Fig. 1: drive-strength map
The bar under the picture is 20 um long.
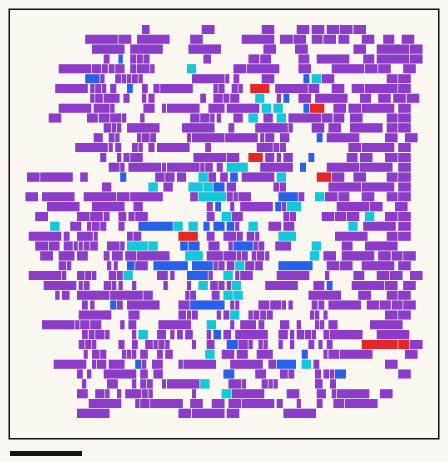
Fig. 2: sequential cells colored by netlist name
The bar under the picture is 20 um long.
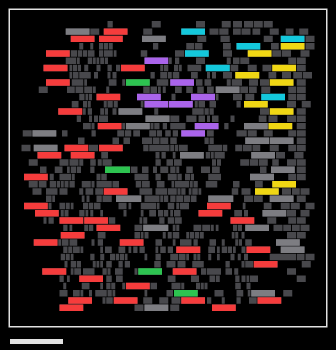
[config.mk]
export PLATFORM = sky130hd
export DESIGN_NAME = bullet_scheduler_flat
export DESIGN_NICKNAME = d
export VERILOG_FILES = /design/src/rtl/bullet_pkg.sv /design/src/rtl/bullet_scheduler_if.sv /design/src/rtl/bullet_slot.sv /design/src/rtl/bullet_scheduler.sv /design/src/flat_wrapper.sv
export SDC_FILE = /design/constraint.sdc
export NUM_CORES = 1
export LEC_CHECK = 0
export CAP_MARGIN = 20
export CORE_MARGIN = 4
export CORE_UTILIZATION = 40
export CTS_BUF_LIST = sky130_fd_sc_hd__clkbuf_2
export CTS_CLUSTER_DIAMETER = 40
export DETAILED_ROUTE_END_ITERATION = 8
export GPL_TIMING_DRIVEN = 0
export PLACE_DENSITY_LB_ADDON = 0.1
export SLEW_MARGIN = 20
export SYNTH_ARGS = -nofsm -noshare
export SYNTH_HDL_FRONTEND = slang
export SYNTH_SLANG_ARGS = --single-unit
[constraint.sdc]
create_clock -name frame_clk -period 3.96 [get_ports frame_clk]
set_clock_uncertainty 0.15 [all_clocks]
set_input_delay 0.792 -clock frame_clk [delete_from_list [all_inputs] [get_ports frame_clk]]
set_output_delay 0.792 -clock frame_clk [all_outputs]
set_load 0.02 [all_outputs]
[src/rtl/bullet_pkg.sv]
// Shared constants and types for the bullet scheduler slice.
// Defaults, counter widths, owner encoding and the launch bus layout.
package bullet_pkg;

    localparam int NUM_SLOTS    = 4;
    localparam int MAX_PER_TANK = 2;
    localparam int COOLDOWN     = 15;
    localparam int LIFETIME     = 300;

    localparam int LIFE_W = 10;
    localparam int CD_W   = $clog2(COOLDOWN + 1);

    localparam logic TANK1 = 1'b0;
    localparam logic TANK2 = 1'b1;

    typedef struct packed {
        logic [9:0] x;
        logic [9:0] y;
        logic [5:0] angle;
    } launch_t;

endpackage

[src/rtl/bullet_scheduler_if.sv]
// Bus between the tank controllers / collision logic and the bullet scheduler.
// master = tank and collision side, slave = scheduler side.
interface bullet_scheduler_if #(
    parameter int N = bullet_pkg::NUM_SLOTS
);
    logic [1:0]   game_end;
    logic [1:0]   shoot_req;
    logic [9:0]   tank1_x;
    logic [9:0]   tank1_y;
    logic [9:0]   tank2_x;
    logic [9:0]   tank2_y;
    logic [5:0]   angle1;
    logic [5:0]   angle2;
    logic [N-1:0] slot_kill;
    logic [N-1:0] slot_valid;
    logic [N-1:0] slot_owner;
    logic [N-1:0] slot_load;
    logic [9:0]   load_x;
    logic [9:0]   load_y;
    logic [5:0]   load_angle;
    logic [1:0]   grant;

    modport master (
        output game_end, shoot_req, tank1_x, tank1_y, tank2_x, tank2_y,
               angle1, angle2, slot_kill,
        input  slot_valid, slot_owner, slot_load, load_x, load_y, load_angle, grant
    );

    modport slave (
        input  game_end, shoot_req, tank1_x, tank1_y, tank2_x, tank2_y,
               angle1, angle2, slot_kill,
        output slot_valid, slot_owner, slot_load, load_x, load_y, load_angle, grant
    );

endinterface

[src/rtl/bullet_slot.sv]
// One bullet slot: valid, owner and life counter; frees on kill or life expiry.
// Load takes effect at the edge it is asserted; clear overrides everything.
module bullet_slot #(
    parameter int LIFETIME = bullet_pkg::LIFETIME
) (
    input  logic frame_clk,
    input  logic Reset,
    input  logic load_i,
    input  logic owner_in_i,
    input  logic kill_i,
    input  logic clear_i,
    output logic valid_o,
    output logic owner_o
);
    import bullet_pkg::*;

    logic              valid_q, valid_d;
    logic              owner_q, owner_d;
    logic [LIFE_W-1:0] life_q,  life_d;

    always_comb begin
        valid_d = valid_q;
        owner_d = owner_q;
        life_d  = life_q;
        if (clear_i) begin
            valid_d = 1'b0;
            owner_d = TANK1;
            life_d  = '0;
        end else if (valid_q) begin
            // kill and expiry on the same edge collapse into a single free
            if (kill_i || life_q == LIFE_W'(1)) begin
                valid_d = 1'b0;
                life_d  = '0;
            end else begin
                life_d  = life_q - LIFE_W'(1);
            end
        end else if (load_i) begin
            valid_d = 1'b1;
            owner_d = owner_in_i;
            life_d  = LIFE_W'(LIFETIME);
        end
    end

    always_ff @(posedge frame_clk or posedge Reset) begin
        if (Reset) begin
            valid_q <= 1'b0;
            owner_q <= TANK1;
            life_q  <= '0;
        end else begin
            valid_q <= valid_d;
            owner_q <= owner_d;
            life_q  <= life_d;
        end
    end

    assign valid_o = valid_q;
    assign owner_o = owner_q;

endmodule

[src/rtl/bullet_scheduler.sv]
// Turns per-tank fire edges into bullet launches into a shared slot pool, with cooldown, ammo cap and round-robin.
// Fire event at edge k -> grant/slot_load registered at edge k+1 (k+2 for the contention loser).
module bullet_scheduler #(
    parameter int NUM_SLOTS    = bullet_pkg::NUM_SLOTS,
    parameter int MAX_PER_TANK = bullet_pkg::MAX_PER_TANK,
    parameter int COOLDOWN     = bullet_pkg::COOLDOWN,
    parameter int LIFETIME     = bullet_pkg::LIFETIME
) (
    input  logic               frame_clk,
    input  logic               Reset,
    bullet_scheduler_if.slave  bus
);
    import bullet_pkg::*;

    localparam int CNT_W = $clog2(NUM_SLOTS + 1);
    // Counts frames until a new fire event is accepted; the extra two frames
    // of pending and arbitration put the earliest regrant exactly COOLDOWN after a grant.
    localparam int CD_LOAD = COOLDOWN - 2;

    logic [1:0]                  req_prev_q;
    logic [1:0]                  pending_q, pending_d;
    logic                        rr_q, rr_d;
    logic [1:0][CD_W-1:0]        cd_q, cd_d;
    logic [1:0]                  grant_q, grant_d;
    logic [NUM_SLOTS-1:0]        load_oh_q, load_oh_d;
    launch_t                     launch_q, launch_d;

    logic [NUM_SLOTS-1:0]        valid, owner, free_oh;
    logic [1:0][CNT_W-1:0]       live;
    logic [1:0]                  fire, elig, cand;
    logic                        round_over, any_free, found, contend, win, gnt_vld;

    assign round_over = |bus.game_end;
    assign any_free   = ~&valid;
    assign fire       = bus.shoot_req & ~req_prev_q & {2{~round_over}};

    always_comb begin
        live    = '0;
        free_oh = '0;
        found   = 1'b0;
        for (int s = 0; s < NUM_SLOTS; s++) begin
            if (valid[s]) begin
                live[owner[s]] = live[owner[s]] + CNT_W'(1);
            end else if (!found) begin
                free_oh[s] = 1'b1;
                found      = 1'b1;
            end
        end
    end

    always_comb begin
        for (int t = 0; t < 2; t++) begin
            elig[t] = (cd_q[t] == '0) && (live[t] < CNT_W'(MAX_PER_TANK)) && any_free;
        end
    end

    assign cand    = pending_q & elig & {2{~round_over}};
    assign contend = &cand;
    assign win     = contend ? rr_q : cand[1];
    assign gnt_vld = |cand;

    always_comb begin
        grant_d   = gnt_vld ? (win ? 2'b10 : 2'b01) : 2'b00;
        load_oh_d = gnt_vld ? free_oh : '0;
        launch_d  = '0;
        if (gnt_vld) begin
            launch_d = win ? '{x: bus.tank2_x, y: bus.tank2_y, angle: bus.angle2}
                           : '{x: bus.tank1_x, y: bus.tank1_y, angle: bus.angle1};
        end
        // the contention loser stays pending; ineligible requests are dropped
        pending_d = round_over ? 2'b00 : (((pending_q & ~grant_d) | fire) & elig);
        rr_d      = round_over ? 1'b0 : (contend ? ~win : rr_q);
        for (int t = 0; t < 2; t++) begin
            if (round_over)            cd_d[t] = '0;
            else if (grant_d[t])       cd_d[t] = CD_W'(CD_LOAD);
            else if (cd_q[t] != '0)    cd_d[t] = cd_q[t] - CD_W'(1);
            else                       cd_d[t] = '0;
        end
    end

    always_ff @(posedge frame_clk or posedge Reset) begin
        if (Reset) begin
            req_prev_q <= '0;
            pending_q  <= '0;
            rr_q       <= 1'b0;
            cd_q       <= '0;
            grant_q    <= '0;
            load_oh_q  <= '0;
            launch_q   <= '0;
        end else begin
            req_prev_q <= bus.shoot_req;
            pending_q  <= pending_d;
            rr_q       <= rr_d;
            cd_q       <= cd_d;
            grant_q    <= grant_d;
            load_oh_q  <= load_oh_d;
            launch_q   <= launch_d;
        end
    end

    for (genvar s = 0; s < NUM_SLOTS; s++) begin : g_slot
        bullet_slot #(.LIFETIME(LIFETIME)) u_slot (
            .frame_clk  (frame_clk),
            .Reset      (Reset),
            .load_i     (load_oh_d[s]),
            .owner_in_i (win ? TANK2 : TANK1),
            .kill_i     (bus.slot_kill[s]),
            .clear_i    (round_over),
            .valid_o    (valid[s]),
            .owner_o    (owner[s])
        );
    end

    assign bus.slot_valid = valid;
    assign bus.slot_owner = owner;
    assign bus.slot_load  = load_oh_q;
    assign bus.grant      = grant_q;
    assign bus.load_x     = launch_q.x;
    assign bus.load_y     = launch_q.y;
    assign bus.load_angle = launch_q.angle;

endmodule

[src/flat_wrapper.sv]
// flat-port wrapper written by rule: the top's interface ports become plain ports
module bullet_scheduler_flat import bullet_pkg::*;
#(
    parameter int NUM_SLOTS    = bullet_pkg::NUM_SLOTS,
    parameter int MAX_PER_TANK = bullet_pkg::MAX_PER_TANK,
    parameter int COOLDOWN     = bullet_pkg::COOLDOWN,
    parameter int LIFETIME     = bullet_pkg::LIFETIME
)
  (frame_clk, Reset, bus_game_end, bus_shoot_req, bus_tank1_x, bus_tank1_y, bus_tank2_x, bus_tank2_y, bus_angle1, bus_angle2, bus_slot_kill, bus_slot_valid, bus_slot_owner, bus_slot_load, bus_load_x, bus_load_y, bus_load_angle, bus_grant);
  bullet_scheduler_if bus_i ();
  input  logic frame_clk;
  input  logic Reset;
  input wire logic [$bits(bus_i.game_end)-1:0] bus_game_end;
  input wire logic [$bits(bus_i.shoot_req)-1:0] bus_shoot_req;
  input wire logic [$bits(bus_i.tank1_x)-1:0] bus_tank1_x;
  input wire logic [$bits(bus_i.tank1_y)-1:0] bus_tank1_y;
  input wire logic [$bits(bus_i.tank2_x)-1:0] bus_tank2_x;
  input wire logic [$bits(bus_i.tank2_y)-1:0] bus_tank2_y;
  input wire logic [$bits(bus_i.angle1)-1:0] bus_angle1;
  input wire logic [$bits(bus_i.angle2)-1:0] bus_angle2;
  input wire logic [$bits(bus_i.slot_kill)-1:0] bus_slot_kill;
  output wire logic [$bits(bus_i.slot_valid)-1:0] bus_slot_valid;
  output wire logic [$bits(bus_i.slot_owner)-1:0] bus_slot_owner;
  output wire logic [$bits(bus_i.slot_load)-1:0] bus_slot_load;
  output wire logic [$bits(bus_i.load_x)-1:0] bus_load_x;
  output wire logic [$bits(bus_i.load_y)-1:0] bus_load_y;
  output wire logic [$bits(bus_i.load_angle)-1:0] bus_load_angle;
  output wire logic [$bits(bus_i.grant)-1:0] bus_grant;
  assign bus_i.game_end = bus_game_end;
  assign bus_i.shoot_req = bus_shoot_req;
  assign bus_i.tank1_x = bus_tank1_x;
  assign bus_i.tank1_y = bus_tank1_y;
  assign bus_i.tank2_x = bus_tank2_x;
  assign bus_i.tank2_y = bus_tank2_y;
  assign bus_i.angle1 = bus_angle1;
  assign bus_i.angle2 = bus_angle2;
  assign bus_i.slot_kill = bus_slot_kill;
  assign bus_slot_valid = bus_i.slot_valid;
  assign bus_slot_owner = bus_i.slot_owner;
  assign bus_slot_load = bus_i.slot_load;
  assign bus_load_x = bus_i.load_x;
  assign bus_load_y = bus_i.load_y;
  assign bus_load_angle = bus_i.load_angle;
  assign bus_grant = bus_i.grant;
  bullet_scheduler #(.NUM_SLOTS(NUM_SLOTS), .MAX_PER_TANK(MAX_PER_TANK), .COOLDOWN(COOLDOWN), .LIFETIME(LIFETIME)) u_core (.frame_clk(frame_clk), .Reset(Reset), .bus(bus_i));
endmodule
==> results.json <==
{
  "status": "finished clean",
  "synthTopCellsByCount": "dfrtp_1, nand2_1, nor2_1, o21ai_0",
  "start_kind": "flip-flop",
  "fp_util_pct": 40.6,
  "grt_max_degree": 49,
  "grt_antenna_before_repair": 0,
  "reg2reg_from": "u_core.g_slot[2].u_slot.owner_o",
  "cts_hold_buffers": 0,
  "power_density_nw_per_um2": 237,
  "total_power_mw": 1.53,
  "grt_first_pass_wirelength_um": 21500,
  "max_freq_mhz": 264,
  "cp.arrival_ps": 4120,
  "layout_setup_ws_ps": 177,
  "drv_slew": 0,
  "top_logic_kind": "AND-OR/OR-AND gates",
  "cts_resized": 11,
  "relSlewSlack_pct": 52.1,
  "peakVddDrop_mv": 0.101,
  "numSynthFlops": 93,
  "ys_async_sr_fraction_pct": 100,
  "topCellsByArea": "dfrtp_1, a22o_1, nand2_1, o21ai_0, ha_1",
  "cts_tree": "built",
  "final_util_pct": 53.9,
  "final_area_um2": 6450,
  "worstSetupPathDepth": 13,
  "via_per_inst": 5.54,
  "placed_cell_area_um2": 6090,
  "path_delay_family": "AND-OR/OR-AND gates",
  "logic_area_um2": 2330,
  "grtUsageMet2_pct": 29.9,
  "buffers": 156,
  "mux_share_pct": 0.232,
  "cts.sinks": 93,
  "grt_pass1_vias": 4262,
  "yosys_area_um2": 4860,
  "cp_max_fo": 8,
  "drt-met1-wl_um": 6260,
  "cts_buffers": 9,
  "grtUsageMet1_pct": 25.4,
  "wl_per_cell_um": 16.7,
  "comb_share_pct": 36.1,
  "clock_cell_area_share_pct": 1.24,
  "first_iter_violations": 267,
  "bufAreaShareNonClock_pct": 22.0,
  "critPathSlowestCell": "dfrtp_2",
  "drv_cap": 0,
  "worst_pin_slew_ps": 716,
  "most_common_cell": "dfrtp_1",
  "syn_avg_cell_area_um2": 9.65,
  "critPathLaunch": "u_core.g_slot[2].u_slot.owner_o",
  "top_layer_used": "met4",
  "flop-count": 93,
  "num_io_pins": 102,
  "tns_ps": 0,
  "top_power_group": "registers",
  "fp.dieW_um": 118,
  "mostFrequentLayoutCell": "clkdlybuf4s50_1",
  "track_usage_pct": 18.8,
  "clkTransAtPathRegs_ps": 220,
  "flop_cell": "dfrtp_1",
  "hold_violations": 0,
  "cp-endpoint": "u_core.g_slot[0].u_slot.life_q[4]",
  "synthesis.instances": 504,
  "worstPathBufferInverterCount": 1,
  "route.met2.wl_um": 6060,
  "rr_worst_depth": 13,
  "cp-end-kind": "flip-flop",
  "comb-power_mw": 0.168,
  "drc": 0,
  "core_um2": 12000,
  "p_sw_mw": 0.401,
  "inverters": 27,
  "post_layout_nonfiller_instances": 794,
  "yosysWarningCount": 0,
  "dominant_cells": "registers"
}
About Fig. 1:
color	size	cells	share	most used
cyan	drive 3 to 4	43	6.6%	buf_4
red	drive 6 and up	7	1.1%	buf_6
blue	drive 2	37	5.7%	clkbuf_2
purple	drive 1 or less	560	87%	clkdlybuf4s50_1

About Fig. 2:
color	signal	flops
cyan	u_core.bus.load_angle	6
purple	u_core.cd_q	8
red	u_core.g_slot.u_slot.life_q	40
green	u_core.g_slot.u_slot.valid_o	4
yellow	u_core.bus.load_y	10
Seq area share: 36.2%
Storage cell area: 2330 um^2
seq pwr: 0.965 mW

No activity file was given, so power comes from the tool's default toggle rates.
